==> config.mk <==
export PLATFORM = sky130hd
export DESIGN_NAME = mac_seq
export DESIGN_NICKNAME = d
export VERILOG_FILES = /design/src/rtl/mac_seq.sv
export SDC_FILE = /design/constraint.sdc
export NUM_CORES = 1
export LEC_CHECK = 0
export ABC_AREA = 1
export CORE_MARGIN = 2
export CORE_UTILIZATION = 50
export CTS_CLUSTER_SIZE = 14
export DETAILED_ROUTE_END_ITERATION = 10
export PLACE_DENSITY = 0.85
export SLEW_MARGIN = 20
export SYNTH_ARGS = -nofsm -noshare
export SYNTH_HDL_FRONTEND = slang
export SYNTH_SLANG_ARGS = --single-unit
==> constraint.sdc <==
create_clock -name clk -period 2.3 [get_ports clk]
set_input_delay 0.46 -clock clk [delete_from_list [all_inputs] [get_ports clk]]
set_output_delay 0.46 -clock clk [all_outputs]
set_load 0.1 [all_outputs]
### PDN straps and rails

Scale: 6 px per um. Pins as bars on the die edge. Tap cells in grey.
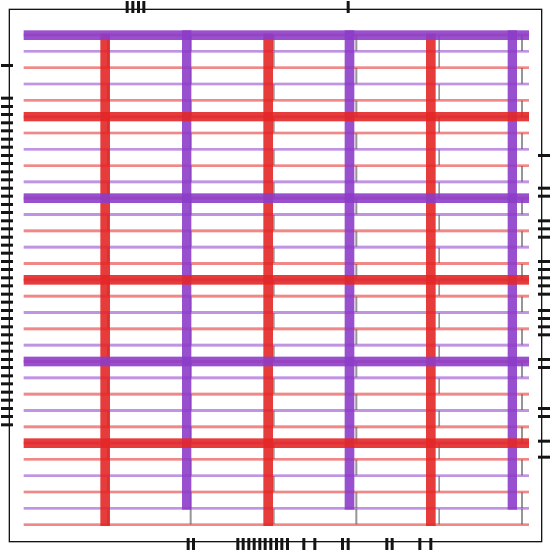
legend:
  VSS:
    colour: red
  VDD:
    colour: purple
met1 rails: 31
rows: 30
met5 straps: 6
signal pins: 88
die width: 88.50 um
Core Area: 0.006869 sq mm
VDD IR max: 1190 uV
Die Ht: 88.50 um

### Placement by cell class

Scale: 6 px per um. Fill, decap, tap and diode cells in grey.
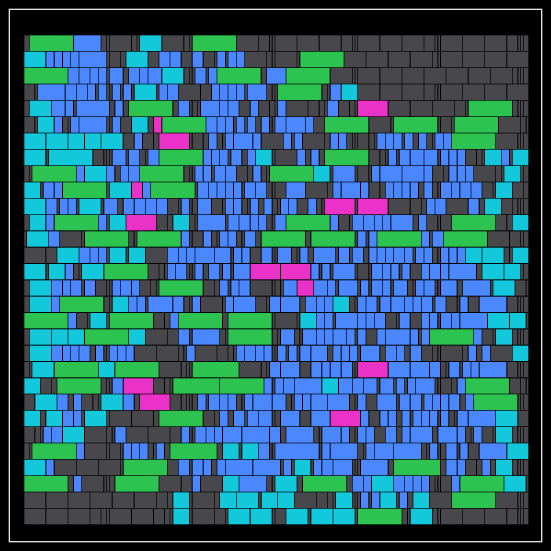
legend:
  all other logic:
    colour: blue
    cells: 456
  flip-flops:
    colour: green
    cells: 59
  clock drivers and dummy loads:
    colour: magenta
    cells: 14
  other buffers and delay cells:
    colour: cyan
    cells: 97
sequential share of cell area: 25.42%
Final Util: 67.92%

### Clock network drawn from the DEF

Scale: 4 px per um.
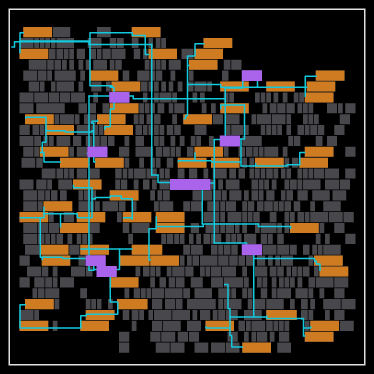
legend:
  flip-flops:
    colour: orange
    count: 59
  clock wires:
    colour: cyan
    length: 791 um
  cells driving clock nets:
    colour: purple
    count: 9
routed clock nets: 10
flops lie: all over the die
Clk pwr share: 18.8%
Clock group: 0.000826 W
Worst-Skew Late Latency: 340 ps
clock tree skew after final layout: 7.788 ps

### Metal layers overlaid

Scale: 6 px per um.
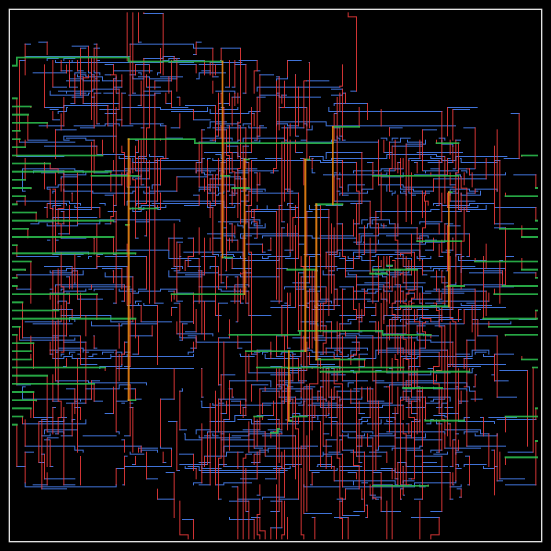
legend:
  met4:
    colour: orange
    wire_length: 200 um
  met3:
    colour: green
    wire_length: 608 um
  met2:
    colour: red
    wire_length: 4,030 um
  met1:
    colour: blue
    wire_length: 3,570 um
all-layer global routing usage: 23.08%
routed vias: 3,636
DR WL/cell: 11.65 um

### Track usage over the die

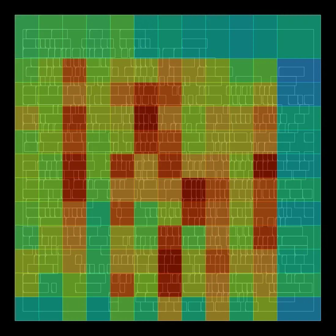
grt peak-use layer: met2
met2 usage in global routing: 41.15%
met3 usage: 6.716%
met1 Usage GRT: 25.73%

==> reports/results.ini <==
[outcome]
status = finished, final reports clean

[worst_setup_path]
rr_worst_depth = 12
slowest_delay_ps = 410
ff2ff_setup_slack_ps = 440
cpLargestDelayFamily = adder cells
crit_path_max_fanout = 3
start_kind = primary input
cp.required_ps = 2540
arrival_ps = 2340
slowest_stage = clkdlybuf4s50_1
critPathMostFrequentCell = nand2_1
path_depth = 13
worstPathCellList = clkdlybuf4s50_1, ha_1, fa_1, nand3_1, nand2_2, a21oi_2, inv_2, nand2_1, nand3_2, nand2_1, nand2_1, o21ai_1, inv_1

[detailed_routing]
drc = 0
met1_length_mm = 3.570
viasPerCell = 5.036
postRouteAntennaNets = 0
drt_iter0_drc = 118
wl_met2_mm = 4.033
dr.pass1.iters = 4
drt-total-wl_mm = 8.410
top_layer_used = met4

[logic_synthesis]
adder_share_pct = 8.623
edf_count = 0
topCellsByArea = dfxtp_1, nor2_1, nand2_1, ha_1, inv_1
syn-num-nets = 596
syn-cell-area_sq_mm = 0.003570
mux_area_share_pct = 0
ys_area_sq_mm = 0.003570
ys_ff = 59
top_cell_area_share_pct = 33.09
xor_share_pct = 3.680
largest_area_cell = dfxtp_1
postSynth.asyncResetShare_pct = 0
ys_sh_simple_pct = 32.67
ys_sh_aoi_pct = 13.77
synth_cell_type_count = 37
yosysWarnings = 0
ys_seq_share_pct = 33.09
synth_top_flop_cell = dfxtp_1
ys_cells = 527
synthTopCellsByCount = nor2_1, nand2_1, dfxtp_1, inv_1, a21oi_1
top_cell = nor2_1
syn-instance-count = 527

[timing]
rsz0062_at_grt = false
slew-limit-headroom_pct = 69.66
slew_viol_final = 0
setup_viol = 0
period_needed_ps = 2105
max_freq_mhz = 475.1
setup_ws_ps = 195.4
fin_setup_tns_ps = 0
hold_ws_ps = 473.0
worst_pin_slew_ps = 451.0
fin_crit_sh_pct = 91.50
hold_viol_final = 0

[finish]
logic_area_sq_mm = 0.002100
largestClassByArea = logic gates
seqCellArea_sq_mm = 0.001186
drive_gt1_share_pct = 18.37
n_all_inverters = 64
largest_reg_flops = 24
final_cells = 722
layout.nonclk_buf_share_pct = 18.24
layout_top_cell = nor2_1
comb_cells = 392
fin_nets = 692
num-nonclk-buffers = 97
finalInstanceArea_sq_mm = 0.004666
ff_count = 59
antenna_cells = 0
n_fill_cell = 591
clk_share_pct = 3.593
area_growth_pct = 30.70
comb_share_pct = 45.00
final_cell_mix = nor2_1, nand2_1, dfxtp_1
clkbuf_count = 12

[die]
chip_area_sq_mm = 0.007831
core.rowCount = 30
ios = 88
taps = 96
initial_core_util_pct = 51.97

[grt]
grt_max_degree = 31
grt_pass1_vias = 3519
grt_first_pass_wirelength_mm = 14.48
grt_overflow = 0
antenna_found_initial = 0

[pwr]
switching_share_pct = 48.25
p_seq_share_pct = 29.3
p_switching_w = 0.002115
combPwrFrac_pct = 51.8
p_comb_w = 0.00227
p_per_area_mw_per_mm2 = 939.3
p_int_w = 0.002268
power_w = 0.004382
seq_power_w = 0.00128
power_leader = combinational cells

[clock_network]
post-cts-setup-buffers = 0
htreeDepth = 3
tritoncts = done
holdBufCountCts = 0
cts_root_buf = clkbuf_8
cts.sinks = 59
cts_max_path_buffers = 2
cts.clk_slew.worst_paths_ps = 70
cts_resized = 0
cts_buffers = 9

[placed_design]
portBuffers = 87
placed_area_sq_mm = 0.004498
gp_routability_congestion = 0.8288
dp_cells = 708
dpl.hpwl_mm = 6.563
dp_slack_ps = -149.3

[min_path]
hold_path_class = reg -> reg
whs_path_depth = 2

[job]
cap_violations = 0
warnings = 30

No activity file was given, so power comes from the tool's default toggle rates.
